io_fan.png
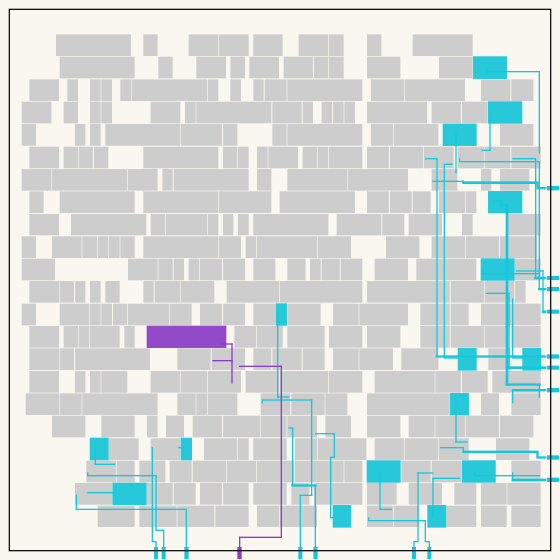
layer_met3.png
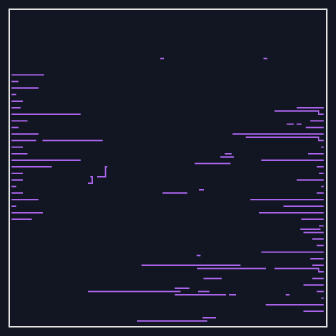
placement.png
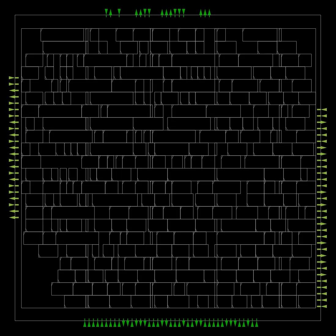
cell_density.png
The die is cut into 7 by 7 equal tiles; black is low, pale yellow is high, 0 to 100% covered.
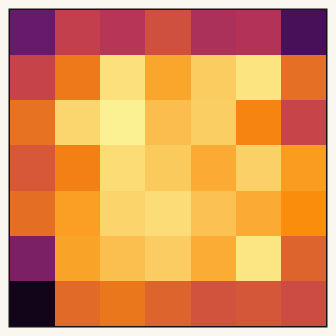
metal_density.png
The die is cut into 13 by 13 equal tiles; black is low, pale yellow is high, scaled to the fullest tile. Values are wire area over tile area, all layers added.
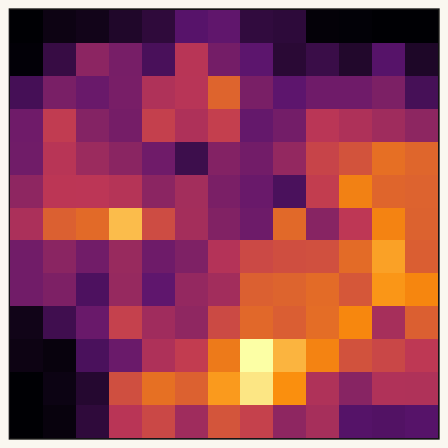
==> config.mk <==
export PLATFORM = sky130hd
export DESIGN_NAME = shift_arb
export DESIGN_NICKNAME = d
export VERILOG_FILES = /design/src/rtl/shift_pkg.sv /design/src/rtl/shift_arb_pick.sv /design/src/rtl/shift_arb.sv
export SDC_FILE = /design/constraint.sdc
export NUM_CORES = 1
export LEC_CHECK = 0
export ABC_AREA = 1
export CORE_MARGIN = 1
export CORE_UTILIZATION = 31
export DETAILED_ROUTE_END_ITERATION = 8
export GPL_TIMING_DRIVEN = 1
export PLACE_DENSITY = 0.8
export SLEW_MARGIN = 20
export SYNTH_ARGS = -nofsm -noshare
export SYNTH_HDL_FRONTEND = slang
export SYNTH_SLANG_ARGS = --single-unit
==> constraint.sdc <==
create_clock -name clk -period 1.2 [get_ports clk]
set_input_delay 0.24 -clock clk [delete_from_list [all_inputs] [get_ports clk]]
set_output_delay 0.24 -clock clk [all_outputs]
set_load 0.02 [all_outputs]
==> job_summary.md <==
## PnR job results

| Metric | Value |
|---|---|
| Status | finished, violations left |
| Failing checks | setup timing |
| Top power group | combinational logic |
| Final Max Slew Viols | 0 |
| Yosys stat cell total | 167 |
| Top non-seq family | simple AND/OR/NAND/NOR gates |
| Die X | 65.5 um |
| Worst slack, placed | -1.01 ns |
| Nets@finish | 372 |
| Fraction of layout cells with a size suffix above 1 | 50.2% |
| VDD IR max | 0.800 mV |
| CP top delay family | buffers and inverters |
| GP Congestion | 0.799 |
| Clk. pwr | 0.430 mW |
| Sw Ratio | 36.3% |
| Clk pwr share | 17.4% |
| Post-Syn Area per Cell | 7.48 um2 |
| Dominant flop cell | dfrtp_1 |
| Synth Instances | 167 |
| Crit path required time | 0.96 ns |
| Hold Fails Final Rpt | 0 |
| Sequential Power Share | 32.3% |
| Stage-log warning count | 28 |
| Layer with the highest usage | met2 |
| Combinational Gates | 132 |
| Internal | 1.57 mW |
| Mapped Area | 1250 um2 |
| Detail Route Antenna Nets | 0 |
| YS warnings | 0 |
| Comb power | 1.24 mW |
| Vias in the first global route | 1832 |
| Grt ovf | 0 |
| Chip area | 4290 um2 |
| CTS Buf Count | 3 |
| Synth top area share | 38.1% |
| F_max | 703 MHz |
| Adder share | 0% |
| Post-synth top area cell | dfrtp_1 |
| Clk slew on worst S/H paths | 0.07 ns |
| AND-OR/OR-AND Cells, Area Fraction | 14.9% |
| R2R cell count | 5 |
| Max reg flops | 16 |
| Final worst setup slack | -0.222 ns |
| Post-CTS Repair Setup Buffers | 11 |
| Post-synthesis sequential area ratio | 38.1% |
| CTS resizes | 263 |
| Worst skew pair latency | 0.25 ns |
| Worst-path fanout max | 5 |
| Register Area | 477 um2 |
| RSZ-0062 raised after global routing | true |
| First-pass GRT wire length | 8.87 mm |
| Seq cells post-synth | 19 |
| Root Buffer | clkbuf_8 |
| Area grow syn2layout | 146% |
| Synth top cell by count | nand2_1 |
| Clock Skews | 0.00492 ns |
| CTS tree | built |
| Synth top area cells | dfrtp_1 38%, nand2_1 25%, a21oi_2 13% |
| Worst Hold Class | input pin to async pin |
| H-Tree Depth | 1 |
| Flops | 19 |
| Placed Area | 2520 um2 |
| CP max stage cell | a21oi_4 |
| Comb/total area | 32.3% |
| Sw Pwr | 0.897 mW |
| CP endpoint kind | output pin |
| Min Hold Slack | 0.103 ns |
| Simple share | 38.2% |
| Area-dominant class | non-clock buffers |
| DP HPWL | 3.37 mm |
| Fin cells | 351 |
| Commonest Layout Cell | clkdlybuf4s50_1 |
| Critical Path Max Stage Delay | 0.19 ns |
| Clk sinks | 19 |
| Vias per Instance | 4.91 |
| DP Cell Count | 335 |
| CP arrival | 1.18 ns |
| Sequential power | 0.798 mW |
| Post-synthesis xor/xnor area fraction | 0% |
| Largest net degree at the start of global routing | 20 |
| Final worst-path cycle share | 118% |
| Total Power | 2.47 mW |
| Worst slew pin tran | 0.236 ns |
| Cts hold-fix bufs | 0 |
| Met3 wire len | 407 um |
| Leakage Power | 1.55 nW |
| Top sig layer | met4 |
| Synth cell types | 16 |
| Synth mux share | 0% |
| Logic pwr share | 50.3% |
| Met1 Use GR | 27.2% |
| Post-synth net total | 235 |
| Instance count on the critical path | 8 |
| Flop share of the area | 15.5% |
| Met2 Use GR | 54.0% |
| Critical path launch point type | input pin |
| Initial drt markers | 49 |
| DRC viols | 0 |
| Synth top cells by count | 84 x nand2_1, 19 x a21oi_2, 19 x dfrtp_1, 18 x nand3_1, 5 x buf_4 |
| Diode count | 0 |
| Most used cell along the critical path | buf_12 |
| Yosys synthesis chip area | 1250 um2 |
| PwrDens | 805 nW/um2 |
| Data buffer area share | 47.7% |
| Worst Path Buf+Inv | 5 |
| First-pass DRT Iterations | 4 |
| Dominant logic cell types in the final layout | 46 x clkdlybuf4s50_1, 44 x nand2_1, 27 x buf_4 |
| FFs w/ async S/R, synth | 100% |
| Crit-path cells | buf_12, clkinvlp_4, nand2_8, buf_12, buf_16, nand2_4, a21oi_4, buf_6 |
| WL met1 | 1.98 mm |
| Final instance area | 3070 um2 |
| Initial antenna violation count | 0 |
| Critical path class | input pin to output pin |
| Fin crit period | 1.42 ns |
| Setup TNS | -3.11 ns |
| Reg2Reg Setup Slack | 0.13 ns |
| Die H | 65.5 um |
| Setup Viol. Count Final | 25 |
| Met2 WL | 3.30 mm |
| # clk buffers | 3 |
| Combinational gate area | 992 um2 |
| CTS max path bufs | 2 |
| Post-synth EDFFs | 0 |
| Inverters | 6 |
| MaxCap Viol Count | 0 |
Notes on io_fan.png above:
cyan -> `req_data1`  # bits 16, direction input, end cells 16, buffers 16, wire 422 um
purple -> `resp_valid`  # bits 1, direction output, end cells 1, buffers 1, wire 40.5 um
number of I/O pins: 112
I/O Buffers: 111

Notes on layer_met3.png above:
nets with wire on the layer = 70
share of all routed wire = 6.9%
wire length on this layer = 407 um
longest straight run = 20.2 um
main direction = horizontal
total wire length: 5.94 mm
met3 Usage GRT: 6.77%
via count: 1722

Notes on placement.png above:
tapcell count: 48
Rows: 22
# fillers: 239

Notes on cell_density.png above:
fullest tile = 97%
mean over tiles = 70%
densest ninth of the die = centre
tiles over 75% full = 49%
fp_density: 33.1%
core area: 3770 um2
Core Util, Final: 81.4%

Notes on metal_density.png above:
fullest tile = 0.57
mean over tiles = 0.23
tiles over half the peak = 33%
emptiest ninth of the die = lower left
Tot GR Track Use: 28.0%
wire per inst: 16.9 um

No activity file was given, so power comes from the tool's default toggle rates.
